==> src/rtl/special_resolve_stage.sv <==
// Two-stage special-case resolver for a HUB floating-point adder: infinities, zeros and
// the +1/-1 cancellation are resolved here so the normal adder path can be skipped.
module special_resolve_stage #(
  parameter int M            = 23,
  parameter int E            = 8,
  parameter int special_case = 7
) (
  input  logic                          clk,
  input  logic                          rst_n,
  input  logic                          in_valid,
  output logic                          in_ready,
  input  logic [E+M:0]                  X,
  input  logic [E+M:0]                  Y,
  input  logic [$clog2(special_case):0] X_special_case,
  input  logic [$clog2(special_case):0] Y_special_case,
  output logic                          out_valid,
  input  logic                          out_ready,
  output logic                          out_bypass,
  output logic                          out_invalid,
  output logic [E+M:0]                  out_result,
  output logic [E+M:0]                  out_X,
  output logic [E+M:0]                  out_Y,
  output logic [15:0]                   bypass_count
);

  localparam int C = $clog2(special_case) + 1;
  localparam int W = E + M + 1;

  localparam logic [W-1:0] PINF  = {1'b0, {(E+M){1'b1}}};
  localparam logic [W-1:0] NINF  = {1'b1, {(E+M){1'b1}}};
  localparam logic [W-1:0] PZERO = '0;
  localparam logic [W-1:0] NZERO = {1'b1, {(E+M){1'b0}}};

  // Codes outside the defined set carry no special meaning.
  function automatic logic [2:0] norm_code(input logic [C-1:0] c);
    return (int'(c) < 7) ? 3'(c) : 3'd0;
  endfunction

  // Returns {bypass, invalid, result}.
  function automatic logic [W+1:0] resolve(input logic [W-1:0] x, input logic [W-1:0] y,
                                           input logic [2:0] xc, input logic [2:0] yc);
    logic         xi, yi, xz, yz, b, v;
    logic [W-1:0] r;
    xi = (xc == 3'd1) || (xc == 3'd2);
    yi = (yc == 3'd1) || (yc == 3'd2);
    xz = (xc == 3'd3) || (xc == 3'd4);
    yz = (yc == 3'd3) || (yc == 3'd4);
    b  = 1'b1;
    v  = 1'b0;
    r  = PZERO;
    if (xi && !yi)      r = (xc == 3'd1) ? PINF : NINF;
    else if (!xi && yi) r = (yc == 3'd1) ? PINF : NINF;
    else if (xi && yi) begin
      if (xc == yc) r = (xc == 3'd1) ? PINF : NINF;
      else begin
        r = PINF;
        v = 1'b1;
      end
    end
    else if (xz)        r = yz ? (((xc == 3'd4) && (yc == 3'd4)) ? NZERO : PZERO) : y;
    else if (yz)        r = x;
    else if (((xc == 3'd5) && (yc == 3'd6)) || ((xc == 3'd6) && (yc == 3'd5))) r = PZERO;
    else                b = 1'b0;
    return {b, v, r};
  endfunction

  function automatic logic [15:0] sat_inc(input logic [15:0] v);
    return (v == 16'hFFFF) ? v : v + 16'd1;
  endfunction

  logic           w_advance;
  logic [W+1:0]   w_res;

  logic           r_vld_p1;
  logic [W-1:0]   r_x_p1, r_y_p1;
  logic [C-1:0]   r_xc_p1, r_yc_p1;

  logic           r_vld_p2, r_byp_p2, r_inv_p2;
  logic [W-1:0]   r_res_p2, r_x_p2, r_y_p2;
  logic [15:0]    r_bcnt;

  assign w_advance = !r_vld_p2 || out_ready;
  assign w_res     = resolve(r_x_p1, r_y_p1, norm_code(r_xc_p1), norm_code(r_yc_p1));

  // ---- S1: capture operands and class codes ----
  always_ff @(posedge clk) begin
    if (w_advance) begin
      r_x_p1  <= X;
      r_y_p1  <= Y;
      r_xc_p1 <= X_special_case;
      r_yc_p1 <= Y_special_case;
    end
  end

  always_ff @(posedge clk) begin
    if (!rst_n)         r_vld_p1 <= 1'b0;
    else if (w_advance) r_vld_p1 <= in_valid;
  end

  // ---- S2: resolved result and forwarded operands ----
  always_ff @(posedge clk) begin
    if (!rst_n) begin
      r_vld_p2 <= 1'b0;
      r_byp_p2 <= 1'b0;
      r_inv_p2 <= 1'b0;
      r_res_p2 <= '0;
      r_x_p2   <= '0;
      r_y_p2   <= '0;
    end else if (w_advance) begin
      r_vld_p2 <= r_vld_p1;
      r_byp_p2 <= r_vld_p1 & w_res[W+1];
      r_inv_p2 <= r_vld_p1 & w_res[W];
      r_res_p2 <= (r_vld_p1 && w_res[W+1]) ? w_res[W-1:0] : '0;
      r_x_p2   <= r_x_p1;
      r_y_p2   <= r_y_p1;
    end
  end

  always_ff @(posedge clk) begin
    if (!rst_n)                              r_bcnt <= '0;
    else if (r_vld_p2 && out_ready && r_byp_p2) r_bcnt <= sat_inc(r_bcnt);
  end

  assign in_ready     = w_advance;
  assign out_valid    = r_vld_p2;
  assign out_bypass   = r_byp_p2;
  assign out_invalid  = r_inv_p2;
  assign out_result   = r_res_p2;
  assign out_X        = r_x_p2;
  assign out_Y        = r_y_p2;
  assign bypass_count = r_bcnt;

endmodule

==> config.mk <==
export PLATFORM = sky130hd
export DESIGN_NAME = special_resolve_stage
export DESIGN_NICKNAME = d
export VERILOG_FILES = /design/src/rtl/special_resolve_stage.sv
export SDC_FILE = /design/constraint.sdc
export NUM_CORES = 1
export LEC_CHECK = 0
export ABC_AREA = 1
export CORE_MARGIN = 4
export CORE_UTILIZATION = 44
export DETAILED_ROUTE_END_ITERATION = 8
export PLACE_DENSITY_LB_ADDON = 0.25
export SLEW_MARGIN = 15
export SYNTH_ARGS = -nofsm -noshare
export SYNTH_HDL_FRONTEND = slang
export SYNTH_SLANG_ARGS = --single-unit
export TNS_END_PERCENT = 1
==> constraint.sdc <==
create_clock -name clk -period 4.3 [get_ports clk]
set_input_delay 0.86 -clock clk [delete_from_list [all_inputs] [get_ports clk]]
set_output_delay 0.86 -clock clk [all_outputs]
set_load 0.005 [all_outputs]
### M1 wires, run 1

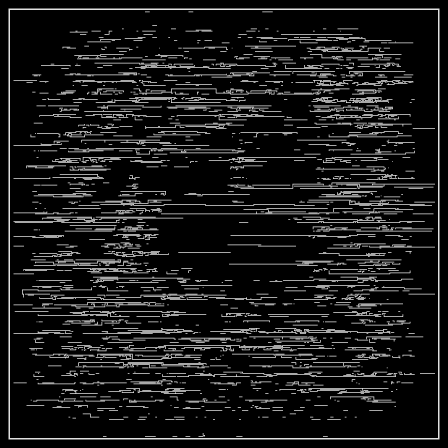
The layer holds 43% of the routed length. The layer carries 8130 um of wire. 960 nets have wire on it. The longest straight run is 50.1 um. The wires run mostly horizontal.

### Signal wires on met2, run 1

Bar = 50 um.
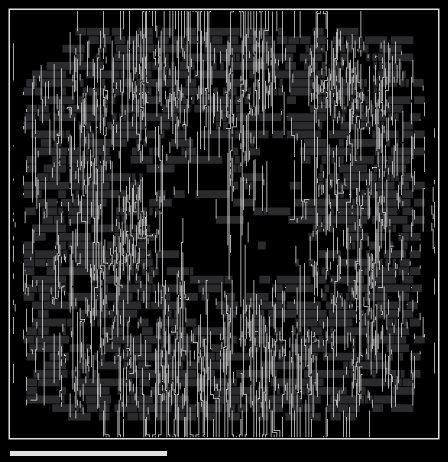
812 nets have wire on it. The layer holds 49% of the routed length. The layer carries 9270 um of wire.

### Met3 routing, run 1

Bar = 50 um.
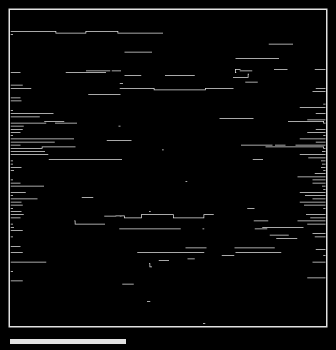
The layer carries 1160 um of wire. The longest straight run is 31.3 um.

==> results_dict.tcl, run 1 <==
# collected from the flow reports
set metrics [dict create \
    status "complete, no violations" \
    yosys_warnings 0 \
    synth_top_area_share_pct 32.2 \
    cts_tree "done" \
    grt.met1_usage_pct 25.7 \
    drv_slew 0 \
    synth.most_common_cell "nor2_1" \
    slowest_stage "clkdlybuf4s50_1" \
    antenna_found_initial 1 \
    p_clk_w 0.00147 \
    xor_area_share_pct 0.971 \
    ios 192 \
    yosysSeqAreaShare_pct 62.1 \
    ys_sh_aoi_pct 9.14 \
    grtUsageMet3_pct 5.37 \
    drcViolationCount 0 \
    tool_warnings 26 \
    grt_pass1_vias 5611 \
    layout.nonclk_buf_share_pct 19.9 \
    grt_max_degree 100 \
    cts_hold_buf 0 \
    dpl_cell_area_um2 9230 \
    logic_area_um2 2370 \
    cpPeakStageDelay_ps 540 \
    first_pass_iters 6 \
    relSlewSlack_pct 36.7 \
    crit_buf_inv 3 \
    critical_path_class "primary input to output port" \
    cts_max_level 4 \
    pwr-share-clk_pct 36.9 \
    path_max_fanout 3 \
    intPower_w 0.00300 \
    clk_share_pct 5.65 \
    path_cells "clkdlybuf4s50_1 > nor2_4 > inv_4 > clkdlybuf4s50_1" \
    routed_via_density 5.01 \
    grt_pass1_wl_um 28900 \
    floorplan.nets 871 \
    hold_ws_ps 465 \
    crit_cells 4 \
    numCtsBuffers 17 \
    power.density_nw_per_um2 407 \
    pg_comb_w 0.000489 \
    register_area_um2 4480 \
    instances_no_fill 1193 \
    ir_drop_v 0.000272 \
    groute.usage.overall_pct 19.9 \
    setup_slack_ps 1410 \
    min_path_cells 2 \
    wire_per_inst_um 15.7 \
    cts_resized 0 \
    cp_common_cell "clkdlybuf4s50_1" \
    worstReg2RegStart "r_xc_p1[0]" \
    gp_congestion 0.839 \
    final_cell_mix "190 x clkdlybuf4s50_1, 138 x nor2_1, 134 x nand2_1" \
    largest_class "flip-flops and latches" \
    fin_area_um2 9790 \
    die-width_um 136 \
]
==> run 2: changes to the inputs <==
- clock period: 4.3 -> 2.5 ns (I/O delays scaled with it)
==> run 2 against run 1 <==
Effect of this change:
- synthesized cell count did not move
- utilization rose by 1.1 points
- sequential cell count did not move
- highest routed layer is now met4
- sequential share of layout area fell by 0.81 points
- register-to-register slack got worse by 1100 ps
- clock power rose by 84%
==> results_dict.tcl, run 2 <==
# collected from the flow reports
set metrics [dict create \
    floorplan.nets 871 \
    yosysSeqAreaShare_pct 62.1 \
    pg_comb_w 0.000868 \
    synth.most_common_cell "nor2_1" \
    crit_cells 4 \
    cpPeakStageDelay_ps 490 \
    cts_resized 0 \
    synth_adder_area_share_pct 0.173 \
    dpl_cell_area_um2 9360 \
    cts_tree "done" \
    die-width_um 136 \
    logic_gate_count 519 \
    worstReg2RegStart "r_xc_p1[0]" \
    intPower_w 0.00534 \
    antenna_found_initial 1 \
    grtUsageMet3_pct 4.15 \
    grt_pass1_wl_um 29400 \
    finClkSkew_ps 7.58 \
    drt-met1-wl_um 8230 \
    cts_hold_buf 0 \
    register_area_um2 4480 \
    avgSynthCellArea_um2 9.09 \
    pwr-share-clk_pct 38.2 \
    grt_pass1_vias 5760 \
    gp_congestion 0.858 \
    topCellsByArea "dfxtp_1 32%, edfxtp_1 30%, nor2_1 7.2%" \
    grt.met1_usage_pct 26.4 \
    clockBufferDepth 2 \
    numCtsBuffers 17 \
    tool_warnings 28 \
    min_path_cells 2 \
    ys_sh_aoi_pct 9.14 \
    status "complete, no violations" \
    fillers 1393 \
    crit_buf_inv 3 \
    hold_ws_ps 463 \
    yosys_warnings 0 \
    groute.usage.overall_pct 20.3 \
    fin_area_um2 9960 \
    path_cells "clkdlybuf4s50_1 > nor2_4 > inv_4 > clkdlybuf4s50_1" \
    finalCritPeriodShare_pct 89.6 \
    relSlewSlack_pct 54.5 \
    clk_share_pct 6.00 \
    drcViolationCount 0 \
    final_cell_mix "190 x clkdlybuf4s50_1, 138 x nor2_1, 134 x nand2_1" \
    taps 216 \
    path_max_fanout 3 \
    layout.nonclk_buf_share_pct 20.8 \
    instances_no_fill 1206 \
    syn-cell-area_um2 7220 \
    holdCritStartpoint "out_result[10]" \
    setup_slack_ps 261 \
    ir_drop_v 0.000477 \
    wire_per_inst_um 15.6 \
    largest_class "flip-flops and latches" \
    grt_max_degree 139 \
    first_pass_iters 4 \
    cp_common_cell "clkdlybuf4s50_1" \
    routed_via_density 5.01 \
    power.density_nw_per_um2 708 \
]
### M4 wires, run 2

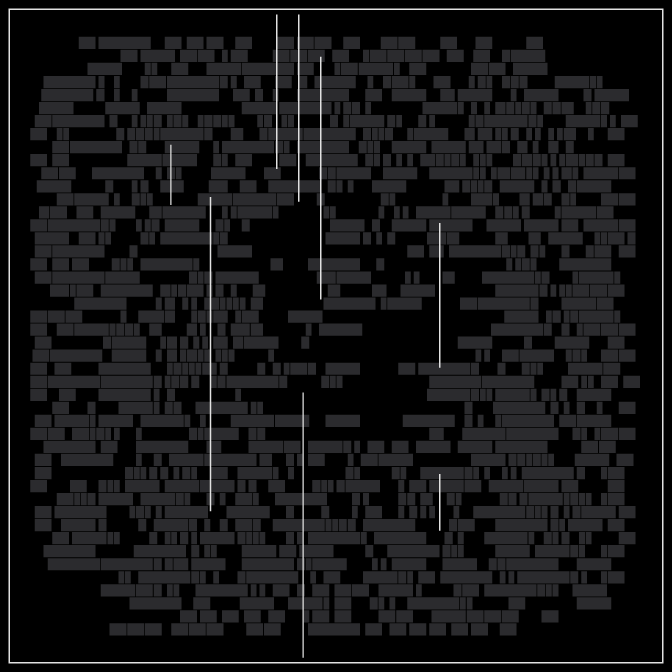
The layer carries 295 um of wire. The layer holds 1.6% of the routed length. 5 nets have wire on it. The longest straight run is 65.3 um. The wires run mostly vertical.

Power figures rest on the tool's default switching activity, not on a simulated workload.
